## src/rtl/mem_port_arbiter_if.sv

```systemverilog
// Fetch, load/store and shared cache port signals for mem_port_arbiter.
// slave is the arbiter's view; master is the requester/cache view.
interface mem_port_arbiter_if #(
  parameter int WIDTH = 32
);
  logic             i_read;
  logic [WIDTH-1:0] i_address;
  logic [WIDTH-1:0] i_rdata;
  logic             i_resp;

  logic             d_read;
  logic             d_write;
  logic [WIDTH-1:0] d_address;
  logic [WIDTH-1:0] d_wdata;
  logic [3:0]       d_byte_enable;
  logic [WIDTH-1:0] d_rdata;
  logic             d_resp;

  logic             mem_read;
  logic             mem_write;
  logic [WIDTH-1:0] mem_address;
  logic [WIDTH-1:0] mem_wdata;
  logic [3:0]       mem_byte_enable;
  logic             mem_resp;
  logic [WIDTH-1:0] mem_rdata;

  modport slave (
    input  i_read, i_address, d_read, d_write, d_address, d_wdata, d_byte_enable,
    input  mem_resp, mem_rdata,
    output i_rdata, i_resp, d_rdata, d_resp,
    output mem_read, mem_write, mem_address, mem_wdata, mem_byte_enable
  );

  modport master (
    output i_read, i_address, d_read, d_write, d_address, d_wdata, d_byte_enable,
    output mem_resp, mem_rdata,
    input  i_rdata, i_resp, d_rdata, d_resp,
    input  mem_read, mem_write, mem_address, mem_wdata, mem_byte_enable
  );
endinterface

```

## src/rtl/mem_port_arbiter.sv

```systemverilog
// Fetch vs load/store arbiter onto one cache port; command 1 cycle after request, held until mem_resp, 1 idle turnaround.
// ARB_ROUND_ROBIN_EN: alternate on contention; undefined: data side always wins.
module mem_port_arbiter #(
  parameter int WIDTH = 32
) (
  input logic              clk,
  input logic              rst,
  mem_port_arbiter_if.slave bus
);
  typedef enum logic [1:0] {IDLE, SERVE_I, SERVE_D} state_t;

  state_t           state_q, state_d;
  logic             rd_q, rd_d, wr_q, wr_d;
  logic [WIDTH-1:0] addr_q, addr_d, wdata_q, wdata_d;
  logic [3:0]       be_q, be_d;
  logic             d_req, grant_d, resp_ok;

`ifdef ARB_ROUND_ROBIN_EN
  logic             last_d_q, last_d_d;
`endif

  assign d_req = bus.d_read | bus.d_write;

`ifdef ARB_ROUND_ROBIN_EN
  assign grant_d = d_req & (~bus.i_read | ~last_d_q);
`else
  assign grant_d = d_req;
`endif

  always_comb begin
    state_d = state_q;
    rd_d    = rd_q;
    wr_d    = wr_q;
    addr_d  = addr_q;
    wdata_d = wdata_q;
    be_d    = be_q;
`ifdef ARB_ROUND_ROBIN_EN
    last_d_d = last_d_q;
`endif
    case (state_q)
      IDLE: begin
        if (grant_d) begin
          // a simultaneous read+write is issued as a write
          state_d = SERVE_D;
          wr_d    = bus.d_write;
          rd_d    = ~bus.d_write;
          addr_d  = bus.d_address;
          wdata_d = bus.d_wdata;
          be_d    = bus.d_write ? bus.d_byte_enable : 4'hF;
`ifdef ARB_ROUND_ROBIN_EN
          last_d_d = 1'b1;
`endif
        end else if (bus.i_read) begin
          state_d = SERVE_I;
          rd_d    = 1'b1;
          wr_d    = 1'b0;
          addr_d  = bus.i_address;
          wdata_d = '0;
          be_d    = 4'hF;
`ifdef ARB_ROUND_ROBIN_EN
          last_d_d = 1'b0;
`endif
        end
      end
      SERVE_I, SERVE_D: begin
        if (bus.mem_resp) begin
          state_d = IDLE;
          rd_d    = 1'b0;
          wr_d    = 1'b0;
        end
      end
      default: begin
        state_d = IDLE;
        rd_d    = 1'b0;
        wr_d    = 1'b0;
      end
    endcase
  end

  always_ff @(posedge clk) begin
    if (rst) begin
      state_q <= IDLE;
      rd_q    <= 1'b0;
      wr_q    <= 1'b0;
      addr_q  <= '0;
      wdata_q <= '0;
      be_q    <= 4'h0;
`ifdef ARB_ROUND_ROBIN_EN
      last_d_q <= 1'b0;
`endif
    end else begin
      state_q <= state_d;
      rd_q    <= rd_d;
      wr_q    <= wr_d;
      addr_q  <= addr_d;
      wdata_q <= wdata_d;
      be_q    <= be_d;
`ifdef ARB_ROUND_ROBIN_EN
      last_d_q <= last_d_d;
`endif
    end
  end

  // a response coinciding with reset belongs to a command being dropped
  assign resp_ok = bus.mem_resp & ~rst;

  assign bus.i_resp  = (state_q == SERVE_I) & resp_ok;
  assign bus.d_resp  = (state_q == SERVE_D) & resp_ok;
  assign bus.i_rdata = bus.i_resp ? bus.mem_rdata : '0;
  assign bus.d_rdata = bus.d_resp ? bus.mem_rdata : '0;

  assign bus.mem_read        = rd_q;
  assign bus.mem_write       = wr_q;
  assign bus.mem_address     = addr_q;
  assign bus.mem_wdata       = wdata_q;
  assign bus.mem_byte_enable = be_q;
endmodule

```

## src/flat_wrapper.sv

```systemverilog
// flat-port wrapper written by rule: the top's interface ports become plain ports
module mem_port_arbiter_flat 
#(
  parameter int WIDTH = 32
)
  (clk, rst, bus_i_read, bus_i_address, bus_d_read, bus_d_write, bus_d_address, bus_d_wdata, bus_d_byte_enable, bus_mem_resp, bus_mem_rdata, bus_i_rdata, bus_i_resp, bus_d_rdata, bus_d_resp, bus_mem_read, bus_mem_write, bus_mem_address, bus_mem_wdata, bus_mem_byte_enable);
  mem_port_arbiter_if #(.WIDTH(WIDTH)) bus_i ();
  input logic clk;
  input logic rst;
  input wire logic [$bits(bus_i.i_read)-1:0] bus_i_read;
  input wire logic [$bits(bus_i.i_address)-1:0] bus_i_address;
  input wire logic [$bits(bus_i.d_read)-1:0] bus_d_read;
  input wire logic [$bits(bus_i.d_write)-1:0] bus_d_write;
  input wire logic [$bits(bus_i.d_address)-1:0] bus_d_address;
  input wire logic [$bits(bus_i.d_wdata)-1:0] bus_d_wdata;
  input wire logic [$bits(bus_i.d_byte_enable)-1:0] bus_d_byte_enable;
  input wire logic [$bits(bus_i.mem_resp)-1:0] bus_mem_resp;
  input wire logic [$bits(bus_i.mem_rdata)-1:0] bus_mem_rdata;
  output wire logic [$bits(bus_i.i_rdata)-1:0] bus_i_rdata;
  output wire logic [$bits(bus_i.i_resp)-1:0] bus_i_resp;
  output wire logic [$bits(bus_i.d_rdata)-1:0] bus_d_rdata;
  output wire logic [$bits(bus_i.d_resp)-1:0] bus_d_resp;
  output wire logic [$bits(bus_i.mem_read)-1:0] bus_mem_read;
  output wire logic [$bits(bus_i.mem_write)-1:0] bus_mem_write;
  output wire logic [$bits(bus_i.mem_address)-1:0] bus_mem_address;
  output wire logic [$bits(bus_i.mem_wdata)-1:0] bus_mem_wdata;
  output wire logic [$bits(bus_i.mem_byte_enable)-1:0] bus_mem_byte_enable;
  assign bus_i.i_read = bus_i_read;
  assign bus_i.i_address = bus_i_address;
  assign bus_i.d_read = bus_d_read;
  assign bus_i.d_write = bus_d_write;
  assign bus_i.d_address = bus_d_address;
  assign bus_i.d_wdata = bus_d_wdata;
  assign bus_i.d_byte_enable = bus_d_byte_enable;
  assign bus_i.mem_resp = bus_mem_resp;
  assign bus_i.mem_rdata = bus_mem_rdata;
  assign bus_i_rdata = bus_i.i_rdata;
  assign bus_i_resp = bus_i.i_resp;
  assign bus_d_rdata = bus_i.d_rdata;
  assign bus_d_resp = bus_i.d_resp;
  assign bus_mem_read = bus_i.mem_read;
  assign bus_mem_write = bus_i.mem_write;
  assign bus_mem_address = bus_i.mem_address;
  assign bus_mem_wdata = bus_i.mem_wdata;
  assign bus_mem_byte_enable = bus_i.mem_byte_enable;
  mem_port_arbiter #(.WIDTH(WIDTH)) u_core (.clk(clk), .rst(rst), .bus(bus_i));
endmodule
```

## config.mk

```make
export PLATFORM = sky130hd
export DESIGN_NAME = mem_port_arbiter_flat
export DESIGN_NICKNAME = d
export VERILOG_FILES = /design/src/rtl/mem_port_arbiter_if.sv /design/src/rtl/mem_port_arbiter.sv /design/src/flat_wrapper.sv
export SDC_FILE = /design/constraint.sdc
export NUM_CORES = 1
export LEC_CHECK = 0
export ABC_AREA = 1
export CAP_MARGIN = 20
export CORE_MARGIN = 8
export CORE_UTILIZATION = 31
export DETAILED_ROUTE_END_ITERATION = 16
export PLACE_DENSITY_LB_ADDON = 0.3
export SLEW_MARGIN = 15
export SYNTH_ARGS = -nofsm -noshare
export SYNTH_HDL_FRONTEND = slang
export SYNTH_SLANG_ARGS = --single-unit
```

## constraint.sdc

```tcl
create_clock -name clk -period 1.35 [get_ports clk]
set_input_delay 0.27 -clock clk [delete_from_list [all_inputs] [get_ports clk]]
set_output_delay 0.27 -clock clk [all_outputs]
set_load 0.02 [all_outputs]
```

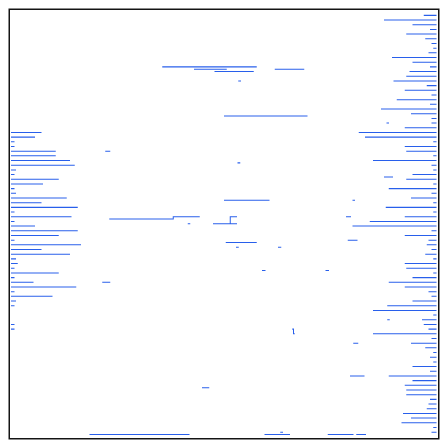
*The metal 3 layer*
share of all routed wire: 5.9%
nets with wire on the layer: 148

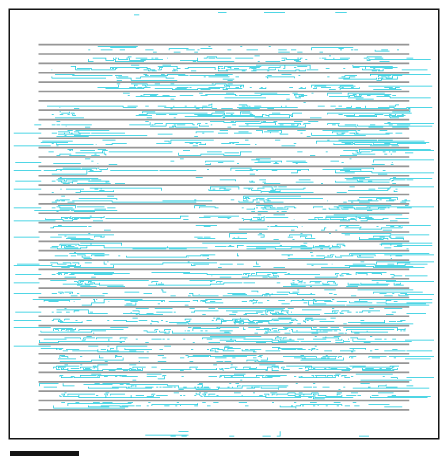
*M1 wires*
Bar = 20 um. Supply wires on this layer in gray.
main direction: horizontal
share of all routed wire: 36%
nets with wire on the layer: 969
total number of vias: 4775
final wirelength: 18400 um
global-route track usage on met1: 0.219

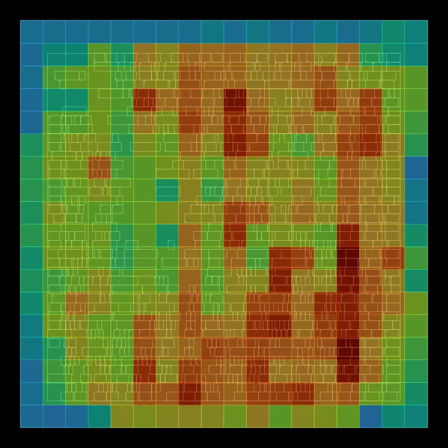
*Track usage over the die*
average wire per cell in the routed design: 17.3 um
met3 GRT Util: 0.0557
all-layer global routing usage: 0.218

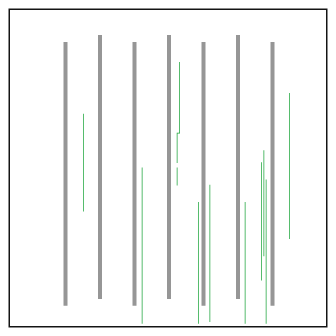
*Metal 4*
Supply wires on this layer in gray.
nets with wire on the layer: 9
main direction: vertical
wire length on this layer: 497 um
longest straight run: 61.2 um
share of all routed wire: 2.7%

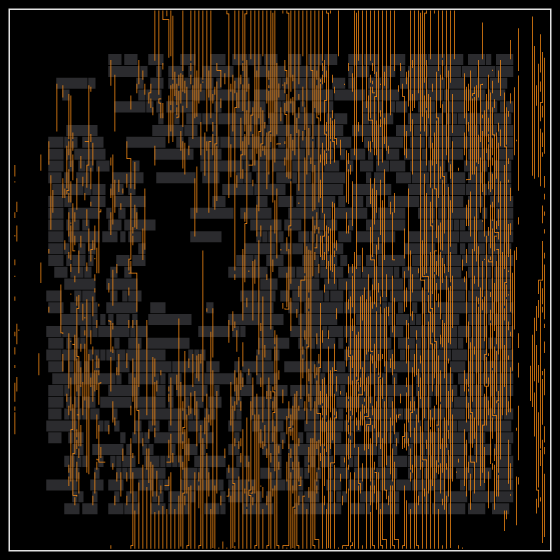
*Metal 2*
share of all routed wire: 55%
nets with wire on the layer: 837
wire length on this layer: 10100 um
main direction: vertical
longest straight run: 63.9 um

==> impl_metrics.env <==
# implementation run metrics
export IMPL_clock_tree_buffer_depth=2
export IMPL_tool_warnings=31
export IMPL_power_leakage_nw=3.93
export IMPL_final_max_slew_viol_count=0
export IMPL_synth_simple_area_share=0.402
export IMPL_cts_root_buf="clkbuf_16"
export IMPL_combAreaFraction=0.283
export IMPL_area_share_nonclk_buffers=0.444
export IMPL_maxClockFrequency_mhz=553
export IMPL_ys_sh_aoi=0.0633
export IMPL_critical_path_required_ps=1080
export IMPL_first_global_vias=4651
export IMPL_timing_final_hold_violations=0
export IMPL_drt_first_pass_iters=4
export IMPL_yosysWarnings=0
export IMPL_drv_cap=0
export IMPL_placement_io_buffers=273
export IMPL_globalplace_congestion=0.763
export IMPL_synth_async_reset_ratio=0
export IMPL_setup_worst_path_start="u_core.state_q[1]"
export IMPL_final_util=0.717
export IMPL_worst_slew_pin_slew_ps=422
export IMPL_hold_class="flop to flop"
export IMPL_min_path_cells=2
export IMPL_cp_end_kind="primary output"
export IMPL_dpl_worst_slack_ps=-884
export IMPL_critPathArrivalTime_ps=1540
export IMPL_swShare=0.342
export IMPL_nets=1053
export IMPL_clkLatencyLatePin_ps=330
export IMPL_synthesis_area_per_instance_sq_um=5.99
export IMPL_layout_area_seq_sq_um=1450
export IMPL_power_share_sequential=0.284
export IMPL_total_power_mw=9.13
export IMPL_worst_setup_hold_path_clk_slew_ps=60
export IMPL_final_design_area_no_fill_sq_um=8190
export IMPL_clock_network_power_mw=2.41
export IMPL_placement_cell_area_sq_um=6720
export IMPL_ys_dominant_reg_cell="dfxtp_1"
export IMPL_edf_count=0
export IMPL_initial_core_util=0.318
export IMPL_finalSetupViolCount=138
export IMPL_start_kind="flop"
export IMPL_synth_largest_area_cell="dfxtp_1"
export IMPL_summed_negative_setup_slack_over_all_endpoints_ps=-36520
export IMPL_run_status="finished with violations"
export IMPL_drt_iter0_markers=178
export IMPL_cts_htree_levels=3
export IMPL_synthXorXnorAreaFrac=0
export IMPL_pwr_group_combinational_mw=4.12
export IMPL_worst_setup_path_class="flop to primary output"
export IMPL_final_cell_count_no_fill=1061
export IMPL_synth_yosys_num_cells=607
export IMPL_violated_checks="negative setup slack"
export IMPL_rrSetupSlack_ps=-340
export IMPL_power_combinational_fraction=0.452
export IMPL_numSequentialCells=72
export IMPL_hp_start="u_core.bus.mem_byte_enable[2]"
export IMPL_synth_area_top_cells="dfxtp_1, nand2_1, nor2_1, inv_1, a21oi_1"
export IMPL_clkCellAreaFrac=0.0367
export IMPL_die_h_um=124
export IMPL_net_switching_power_mw=3.12
export IMPL_synthCells=607
export IMPL_synth_top_cell_area_share=0.396
export IMPL_final_antenna_net_count=0
export IMPL_final_clkbuf_count=13
export IMPL_ys_seq_frac=0.396
export IMPL_synthesis_nets=748
export IMPL_reg2reg_depth=12
export IMPL_layout_top_cell_excl_fill_tap="nand2_1"
export IMPL_remaining_drc_errors=0
export IMPL_setup_slack_ps=-459
export IMPL_worstSetupEndpoint="bus_i_rdata[23]"
export IMPL_syn_cell_area_sq_um=3640
export IMPL_syn_to_final_growth_pct=125
export IMPL_holdWs_ps=445
export IMPL_rr_endpoint="u_core.bus.mem_address[5]"
export IMPL_number_of_antenna_violations_at_the_first_check_in_global_routing=1
export IMPL_vdd_ir_drop_max_v=0.000909
export IMPL_fin_crit_ps=1810
export IMPL_boundaryPins=274
export IMPL_dp_cells=1012
export IMPL_dieArea_sq_um=15500
## critical path, stage by stage (launching register included)
cell and delay, ps:
dfxtp_4 360, inv_4 60, ha_4 120, nand3_4 110, buf_12 170, buf_16 150
nor2_4 100, buf_6 130
## what timing repair did
action	4_1_cts	5_1_grt
pin swaps	8	10
buffers inserted	16	3
gates cloned	16	4
setup endpoints to repair	208	138
resized	581	60
## metal layers
| metal | track usage | share of wire | vias to the layer above |
|---|---|---|---|
| met1 | 0.219 | 0.36 | 2154 |
| met2 | 0.425 | 0.55 | 176 |
| met4 | 0.0709 | 0.027 | 0 |
| li1 | - | - | 2421 |
| met3 | 0.0557 | 0.059 | 24 |
| met5 | 0 | 0 | - |
